Signal wires on met3:
Scale bar: 20 um.
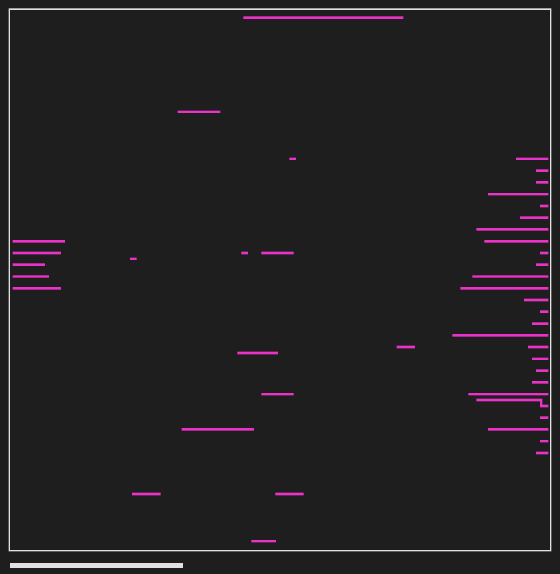
Placed cells, one color a class:
Fill, decap, tap and diode cells in gray.
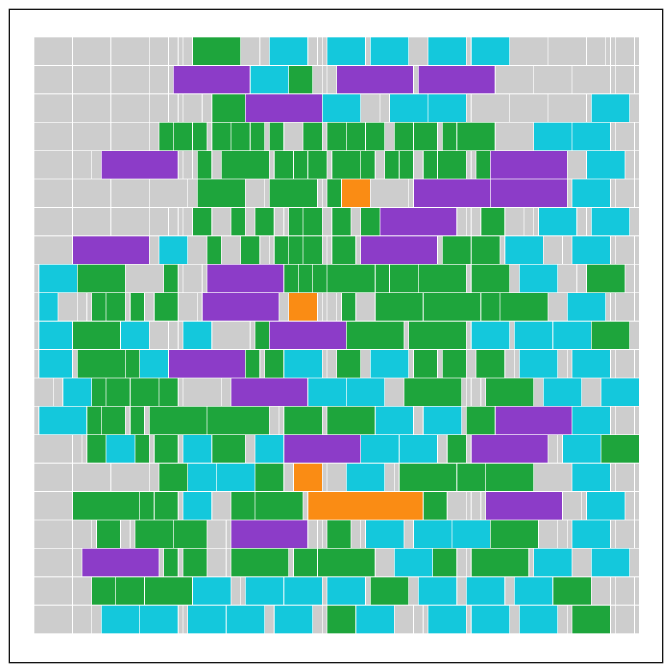
Signal metal coverage by tile:
Scale bar: 20 um. 12 x 12 tiles, from dark blue (low) to red (high), scaled to the fullest tile. Values are wire area over tile area, all layers added.
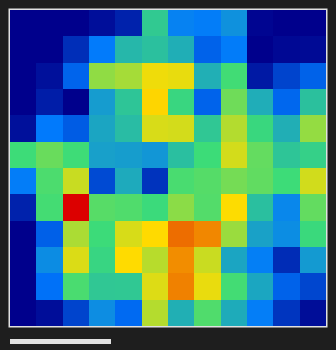
**src/rtl/prime_detect_scheduler.sv**
```systemverilog
// prime_detect_scheduler: round-robin front end for the bit-serial 8-bit prime detector.
// It grants one requester at a time, loads the operand into the detector, waits up to TIMEOUT RUN cycles
// for a verdict, then holds a tagged response. The verdict is forced to not-prime for operands 0 and 1.
// Ports: req_valid/req_number/req_ready are the requester side; req_ready is a one-hot accept strobe.
//        det_* drive the detector and return its verdict.
//        rsp_valid/rsp_ready plus rsp_id/rsp_number/rsp_prime/rsp_gt20/rsp_err carry the response.
//        busy is high whenever the FSM is not in IDLE.
module prime_detect_scheduler #(
   parameter int NREQ    = 4,
   parameter int IDW     = 2,
   parameter int TIMEOUT = 16
) (
   input  logic              clk,
   input  logic              reset,
   input  logic [NREQ-1:0]   req_valid,
   input  logic [8*NREQ-1:0] req_number,
   output logic [NREQ-1:0]   req_ready,
   output logic              det_reset,
   output logic [7:0]        det_number,
   input  logic              det_prime,
   input  logic              det_not_prime,
   input  logic              det_gt20,
   output logic              rsp_valid,
   input  logic              rsp_ready,
   output logic [IDW-1:0]    rsp_id,
   output logic [7:0]        rsp_number,
   output logic              rsp_prime,
   output logic              rsp_gt20,
   output logic              rsp_err,
   output logic              busy
);

   localparam int CW = $clog2(TIMEOUT + 1);

   typedef enum logic [1:0] {IDLE, LOAD, RUN, RESP} state_t;

   state_t          state;
   state_t          state_nx;
   logic [IDW-1:0]  ptr;
   logic [IDW-1:0]  id_q;
   logic [7:0]      num_q;
   logic [CW-1:0]   cnt;
   logic            prime_q;
   logic            gt20_q;
   logic            err_q;

   logic            grant_any;
   logic [IDW-1:0]  win;
   logic [IDW-1:0]  cand;
   logic            verdict;
   logic            timeout;

   // Both verdict lines high counts as a verdict but resolves to not-prime.
   assign verdict = det_prime | det_not_prime;
   assign timeout = (cnt == CW'(TIMEOUT - 1));

   // Round-robin search: first valid requester at or after ptr, wrapping.
   always_comb begin : arb
      grant_any = 1'b0;
      win       = '0;
      cand      = '0;
      for (int i = 0; i < NREQ; i++) begin
         cand = IDW'((int'(ptr) + i) % NREQ);
         if (!grant_any && req_valid[cand]) begin
            grant_any = 1'b1;
            win       = cand;
         end
      end
   end

   always_ff @(posedge clk) begin : state_reg
      if (reset) state <= IDLE;
      else       state <= state_nx;
   end

   always_comb begin : fsm
      state_nx  = state;
      req_ready = '0;
      case (state)
         IDLE: begin
            // Gated with reset so no grant strobe is shown while reset is held.
            if (grant_any && !reset) begin
               req_ready[win] = 1'b1;
               state_nx       = LOAD;
            end
         end
         LOAD: state_nx = RUN;
         RUN:  if (verdict || timeout) state_nx = RESP;
         RESP: if (rsp_ready) state_nx = IDLE;
         default: state_nx = IDLE;
      endcase
   end

   always_ff @(posedge clk) begin : datapath
      if (reset) begin
         ptr     <= '0;
         id_q    <= '0;
         num_q   <= '0;
         cnt     <= '0;
         prime_q <= 1'b0;
         gt20_q  <= 1'b0;
         err_q   <= 1'b0;
      end else begin
         case (state)
            IDLE: begin
               if (grant_any) begin
                  num_q <= req_number[{win, 3'b000} +: 8];
                  id_q  <= win;
                  ptr   <= (win == IDW'(NREQ - 1)) ? '0 : win + 1'b1;
               end
            end
            LOAD: cnt <= '0;
            RUN: begin
               cnt <= cnt + 1'b1;
               // Verdict is checked first so it wins over a same-cycle timeout.
               if (verdict) begin
                  prime_q <= det_prime & ~det_not_prime & (num_q > 8'd1);
                  gt20_q  <= det_gt20;
                  err_q   <= 1'b0;
               end else if (timeout) begin
                  prime_q <= 1'b0;
                  gt20_q  <= det_gt20;
                  err_q   <= 1'b1;
               end
            end
            default: ;
         endcase
      end
   end

   assign det_reset  = (state != RUN);
   assign det_number = num_q;
   assign rsp_valid  = (state == RESP);
   assign rsp_id     = id_q;
   assign rsp_number = num_q;
   assign rsp_prime  = prime_q;
   assign rsp_gt20   = gt20_q;
   assign rsp_err    = err_q;
   assign busy       = (state != IDLE);

endmodule

```
**config.mk**
```make
export PLATFORM = sky130hd
export DESIGN_NAME = prime_detect_scheduler
export DESIGN_NICKNAME = d
export VERILOG_FILES = /design/src/rtl/prime_detect_scheduler.sv
export SDC_FILE = /design/constraint.sdc
export NUM_CORES = 1
export LEC_CHECK = 0
export CAP_MARGIN = 20
export CORE_MARGIN = 2
export CORE_UTILIZATION = 45
export DETAILED_ROUTE_END_ITERATION = 12
export PLACE_DENSITY = 0.86
export SYNTH_ARGS = -nofsm -noshare
export SYNTH_HDL_FRONTEND = slang
export SYNTH_SLANG_ARGS = --single-unit
```
**constraint.sdc**
```tcl
create_clock -name clk -period 3.3 [get_ports clk]
set_clock_uncertainty 0.1 [all_clocks]
set_input_delay 0.66 -clock clk [delete_from_list [all_inputs] [get_ports clk]]
set_output_delay 0.66 -clock clk [all_outputs]
set_load 0.02 [all_outputs]
```
==> results.ini <==
[outcome]
status=finished clean

[layout]
bufAreaShareNonClock_pct=33.24
num-fill-cells=267
logic_gate_count=124
lay_top_count=clkdlybuf4s50_1

[synth]
synthAoiAreaFrac_pct=27.04
fp_nets=219
yosys.stat.seqShare_pct=28.66
synth_flops=22
yosysTopAreaCell=dfxtp_1

[timing]
rsz0062_at_grt=false

[power_and_ir_drop]
power_mw=1.848
p_per_area_nw_per_um2=807.5
p_leak_nw=0.9196
seqPwrFrac_pct=23.4

[worst_setup_path]
r2r_slack_ns=0.98

[worst_hold_path]
min_to=rsp_id[0]

[die]
chip_area_um2=3898

[drt]
via_count=1503
wl_mm=4.080
drcViolationCount=0

[cts]
cts_buffers=3
cts_buffer_depth=2

[place]
port_buffers=69

About 'signal wires on met3':
nets with wire on the layer	38
main direction	horizontal
wire length on this layer	177 um
share of all routed wire	4.4%
longest straight run	18.2 um

About 'placed cells, one color a class':
color	class	cells	share of their area
green	all other logic	132	44%
cyan	other buffers and delay cells	79	34%
purple	flops	22	20%
orange	clock drivers and dummy loads	4	2.4%

About 'signal metal coverage by tile':
mean over tiles	0.17
nearly empty tiles	12%
tiles over half the peak	35%
fullest tile	0.44
densest ninth of the die	bottom center

